<file path="src/rtl/rom_read_ctrl.sv">
// Block-read controller for a 16x8 registered ROM: fetches `count` words from
// base_addr upward, hands each to a valid/ready consumer and accumulates their sum.
module rom_read_ctrl (
  input  logic        clk,
  input  logic        rst,
  input  logic        start,
  input  logic [3:0]  base_addr,
  input  logic [4:0]  count,
  output logic [3:0]  addr,
  output logic        cs,
  output logic        rd,
  input  logic [7:0]  rom_data,
  output logic [7:0]  data_out,
  output logic        data_valid,
  input  logic        data_ready,
  output logic        busy,
  output logic        done,
  output logic [11:0] sum
);

  typedef enum logic [2:0] {
    S_IDLE,
    S_REQ,
    S_WAIT,
    S_OUT,
    S_DONE
  } state_t;

  state_t     state;
  state_t     next_state;
  logic [3:0] cur_addr;
  logic [4:0] remaining;
  logic       accept;

  assign accept = (state == S_OUT) && data_ready;
  assign addr   = cur_addr;

  always_ff @(posedge clk) begin
    if (rst) begin
      state     <= S_IDLE;
      cur_addr  <= 4'd0;
      remaining <= 5'd0;
      data_out  <= 8'd0;
      sum       <= 12'd0;
    end else begin
      state <= next_state;
      if (state == S_IDLE && start) begin
        cur_addr  <= base_addr;
        remaining <= count;
        sum       <= 12'd0;
      end
      // The ROM registered its output on the edge that ended REQ.
      if (state == S_WAIT) begin
        data_out <= rom_data;
      end
      if (accept) begin
        sum       <= sum + {4'd0, data_out};
        remaining <= remaining - 5'd1;
        cur_addr  <= cur_addr + 4'd1;
      end
    end
  end

  always_comb begin
    next_state = state;
    cs         = 1'b0;
    rd         = 1'b0;
    data_valid = 1'b0;
    busy       = 1'b1;
    done       = 1'b0;
    case (state)
      S_IDLE: begin
        busy = 1'b0;
        if (start) begin
          next_state = (count == 5'd0) ? S_DONE : S_REQ;
        end
      end
      S_REQ: begin
        cs         = 1'b1;
        rd         = 1'b1;
        next_state = S_WAIT;
      end
      S_WAIT: begin
        cs         = 1'b1;
        next_state = S_OUT;
      end
      S_OUT: begin
        data_valid = 1'b1;
        if (data_ready) begin
          next_state = (remaining == 5'd1) ? S_DONE : S_REQ;
        end
      end
      S_DONE: begin
        done       = 1'b1;
        next_state = S_IDLE;
      end
      default: begin
        next_state = S_IDLE;
      end
    endcase
  end

endmodule

</file>
<file path="config.mk">
export PLATFORM = sky130hd
export DESIGN_NAME = rom_read_ctrl
export DESIGN_NICKNAME = d
export VERILOG_FILES = /design/src/rtl/rom_read_ctrl.sv
export SDC_FILE = /design/constraint.sdc
export NUM_CORES = 1
export LEC_CHECK = 0
export ABC_AREA = 1
export CORE_ASPECT_RATIO = 0.9
export CORE_UTILIZATION = 52
export DETAILED_ROUTE_END_ITERATION = 8
export GPL_ROUTABILITY_DRIVEN = 0
export PLACE_DENSITY_LB_ADDON = 0.2
export SKIP_LAST_GASP = 1
export SYNTH_ARGS = -nofsm -noshare
export SYNTH_HDL_FRONTEND = slang
export SYNTH_SLANG_ARGS = --single-unit
</file>
<file path="constraint.sdc">
create_clock -name clk -period 4 [get_ports clk]
set_input_delay 0.6 -clock clk [delete_from_list [all_inputs] [get_ports clk]]
set_output_delay 0.6 -clock clk [all_outputs]
set_load 0.01 [all_outputs]
</file>
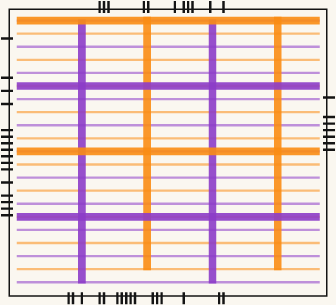
*Floorplan with the power grid, run 1*
Pins as bars on the die edge.
| color | net |
|---|---|
| purple | VSS |
| orange | VDD |
met5 straps: 4
met4 straps: 4
rows: 20
met1 rails: 21

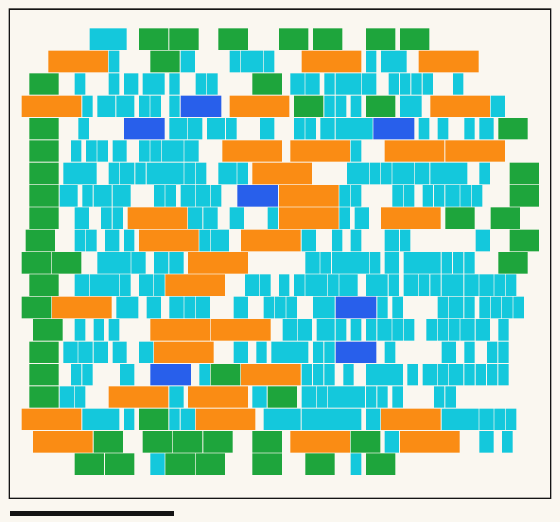
*Cells colored by class, run 1*
Scale bar: 20 um.
| color | class | cells |
|---|---|---|
| green | other buffers and delay cells | 49 |
| cyan | combinational and other logic | 246 |
| orange | flops | 32 |
| blue | clock drivers and dummy loads | 7 |

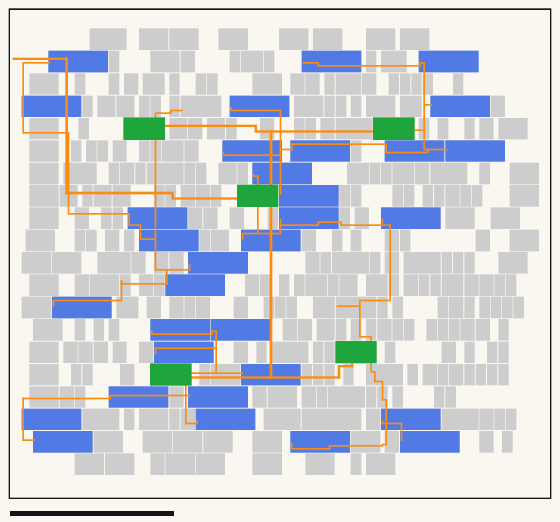
*Clock distribution, run 1*
Scale bar: 20 um.
[orange] clock wires | length: 451 um
[green] clock drivers | count: 5
[blue] flip-flops | count: 32
routed clock nets: 6

==> flow_summary_export.csv, run 1 <==
group,metric,value,unit
clock_network,clk_pin_slew,0.07,ns
power_and_ir_drop,cell_internal_pwr,697.5,uW
yosys,yosys.stat.seqShare,33.75,%
yosys,ys_seq_elements,32,
global_route,grt_start_max_net_pins,19,
detailed_routing,dr_wl_met3,204,um
clock_network,htree_num_levels,2,
placed_design,detailed_place.area,2415,sq um
yosys,synth_net_count,316,
yosys,post_synth_xor_area_fraction,0.9229,%
detailed_routing,viasPerCell,5.153,
final_timing,worst_pin_slew,0.6225,ns
floorplanning,floorplan.initialDensity,55.36,%
power_and_ir_drop,p_seq,417,uW
worst_setup_path,worst-path-buf-inv,2,
worst_setup_path,launch_instance_of_the_worst_register_to_register_path,"data_out[0]$_SDFFE_PP0P_",
power_and_ir_drop,pwr_density_cell,430.6,nW/um^2
yosys,area_leaders,"dfxtp_1 34%, nand2_1 16%, ha_1 7.3%, a21oi_1 7.1%, inv_1 6.9%",
worst_setup_path,worstSetupStartpointType,"flip-flop",
clock_network,postCtsSetupRepairBufs,0,
detailed_routing,route.final.wire_length,4714,um
worst_setup_path,crit_slowest_cell,"clkdlybuf4s50_1",
final_timing,worst_setup_skew_after_layout,0.007048,ns
placed_design,detailedPlacementHpwl,3341,um
final_timing,hold-worst-slack,0.4811,ns
detailed_routing,met1_length,2361,um
clock_network,cts_max_path_buffers,2,
placed_design,port_buffers,49,
min_path,worst_hold_launch,"sum[0]$_SDFFE_PP0P_",
yosys,count_of_flip_flops_with_a_built_in_enable_after_synthesis,0,
floorplanning,boundaryPins,50,
power_and_ir_drop,netSwitchingPower,383.7,uW
detailed_routing,route.antenna.remaining_nets,0,
worst_setup_path,timing.critical_path.depth,4,
final_layout,num-fill-cells,275,
global_route,grt_use_total,25.67,%
detailed_routing,detailedRoute.firstIterationViolations,112,
yosys,yosysTopAreaCell,"dfxtp_1",
worst_setup_path,setup.worst_path.end_class,"output pin",
clock_network,clk_latency,0.29,ns
run_status,status,"finished, final reports clean",
worst_setup_path,rrSetupSlack,2.17,ns
power_and_ir_drop,comb_power,390,uW
final_layout,layout_top_cells,"83 x nand2_1, 49 x clkdlybuf4s50_1, 35 x inv_1",
final_timing,fmax,0.3792,GHz
clock_network,cts_buffers,5,
yosys,mean_syn_cell_area,6.707,sq um
==> run 1: layer usage <==
metal	vias up	track usage (%)
li1	1015	-
met1	882	35.04
met2	46	39.07
met3	5	7.115
met4	0	8.385
met5	-	0
==> run 1: state kept, by name, indices dropped and copies added, names as in the netlist <==
register	cells
remaining	5
state	3
sum	12
data_out	8
addr	4
==> run 1: cell type report <==
class	count	area [sq um]	area share, %
repair buffers	49	490.5	19.53
well taps	44	55.05	2.192
multi-input cells	209	1089	43.35
clock buffers	7	96.34	3.837
inverters	37	140.1	5.580
flip-flops and latches	32	640.6	25.51
==> run 1: cells in the mapped netlist, types with 3 or more instances <==
cell type and number:
nand2_1 83, dfxtp_1 32, nand3_1 22, inv_1 35, ha_1 11, o21ai_0 14, a21oi_1 27, nor3_1 3
nand3b_1 4, a31oi_1 3, nor2_1 20
### Wiring by layer, run 1

Two of the layers only.
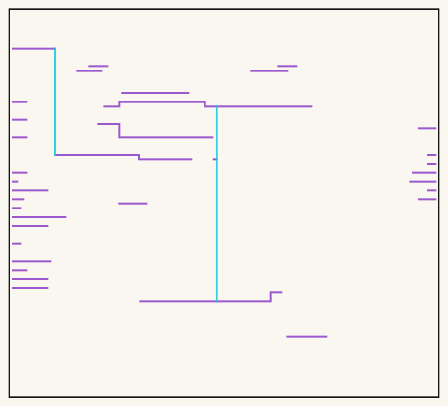

==> run 2: changes to the inputs <==
--- a/config.mk
+++ b/config.mk
@@ -7,7 +7,7 @@
 export LEC_CHECK = 0
 export ABC_AREA = 1
 export CORE_ASPECT_RATIO = 0.9
-export CORE_UTILIZATION = 52
+export CORE_UTILIZATION = 44
 export DETAILED_ROUTE_END_ITERATION = 8
 export GPL_ROUTABILITY_DRIVEN = 0
 export PLACE_DENSITY_LB_ADDON = 0.2
==> constraint.sdc (replaced) <==
create_clock -name clk -period 2.3 [get_ports clk]
set_input_delay 0.345 -clock clk [delete_from_list [all_inputs] [get_ports clk]]
set_output_delay 0.345 -clock clk [all_outputs]
set_load 0.01 [all_outputs]
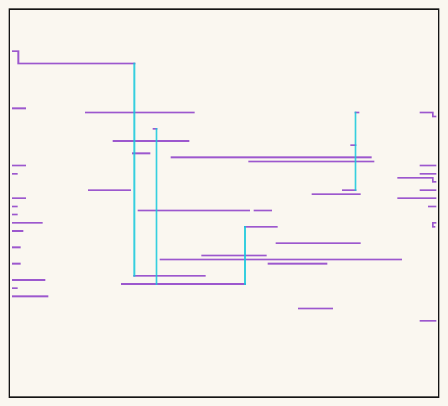
*Wiring by layer, run 2*
Two of the layers only.
| color | layer | wire length |
|---|---|---|
| purple | metal 3 | 323 um |
| cyan | metal 4 | 83.6 um |

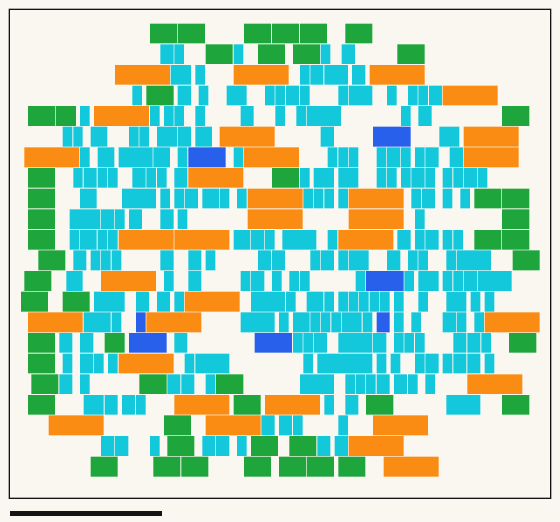
*Cells colored by class, run 2*
Scale bar: 20 um.
| color | class | cells |
|---|---|---|
| blue | clock drivers and dummy loads | 7 |
| orange | flops | 32 |
| cyan | combinational and other logic | 246 |
| green | other buffers and delay cells | 51 |

==> flow_summary_export.csv, run 2 <==
group,metric,value,unit
run_status,status,"finished with violations",
run_status,failing_checks,"design-rule violations",
final_layout,nNonClkInverters,37,
yosys,synth.top_cells.by_count,"83 x nand2_1, 35 x inv_1, 32 x dfxtp_1, 27 x a21oi_1, 22 x nand3_1",
yosys,yosys.stat.seqShare,33.75,%
global_route,grt_start_max_net_pins,19,
min_path,worst_hold_launch,"data_out[0]$_SDFFE_PP0P_",
final_layout,layout.area.comb,1089,sq um
detailed_routing,dr_wl_met3,323,um
clock_network,clk_latency,0.28,ns
detailed_routing,met1_length,2246,um
final_layout,combAreaFraction,43.33,%
final_layout,largest_cell_class,"logic gates",
yosys,yosysTopAreaCell,"dfxtp_1",
final_layout,final-seq-area,640.6,sq um
yosys,synth_net_count,316,
clock_network,htree_num_levels,2,
worst_setup_path,worstSetupStartpointType,"flip-flop",
final_layout,layout_top_cells,"83 x nand2_1, 49 x clkdlybuf4s50_1, 35 x inv_1",
final_layout,clkCellAreaFrac,3.088,%
placed_design,port_buffers,49,
final_timing,worst_setup_skew_after_layout,0.004234,ns
detailed_routing,drt_drc_violations_left,2,
floorplanning,boundaryPins,50,
worst_setup_path,launch_instance_of_the_worst_register_to_register_path,"sum[0]$_SDFFE_PP0P_",
yosys,area_leaders,"dfxtp_1 34%, nand2_1 16%, ha_1 7.3%, a21oi_1 7.1%, inv_1 6.9%",
final_layout,multiInputCombCellCount,209,
final_layout,non_clock_buffer_count,51,
global_route,globalRouteMet1Util,30.16,%
yosys,yosysMostFrequentCell,"nand2_1",
final_layout,seq-cell-share,25.50,%
global_route,grt_use_total,23.36,%
yosys,mean_syn_cell_area,6.707,sq um
global_route,gr-max-usage-layer,"met2",
run 2: cell counts after synthesis:
No cell type changed its count.
run 2: report_power, final:
group / total (mW) / switching [mW] / internal [mW]
combinational: 0.685 / 0.368 / 0.317
clock: 0.413 / 0.207 / 0.206
sequential: 0.726 / 0.0894 / 0.637
run 2: kinds of logic after synthesis:
family          Yosys count  synth area share (%)
buf+inv                  42                 8.899
fa+ha+maj                12                 8.306
simple gates            144                 33.62
xor+xnor                  2                0.9230
flops                    32                 33.75
compound gates           51                 14.50
run 2: worst max-delay path, stage by stage, from the launching register on:
cell	delay (ns)
dfxtp_1	0.37
inv_1	0.11
nand2_1	0.07
o21ai_0	0.21
clkdlybuf4s50_1	0.58
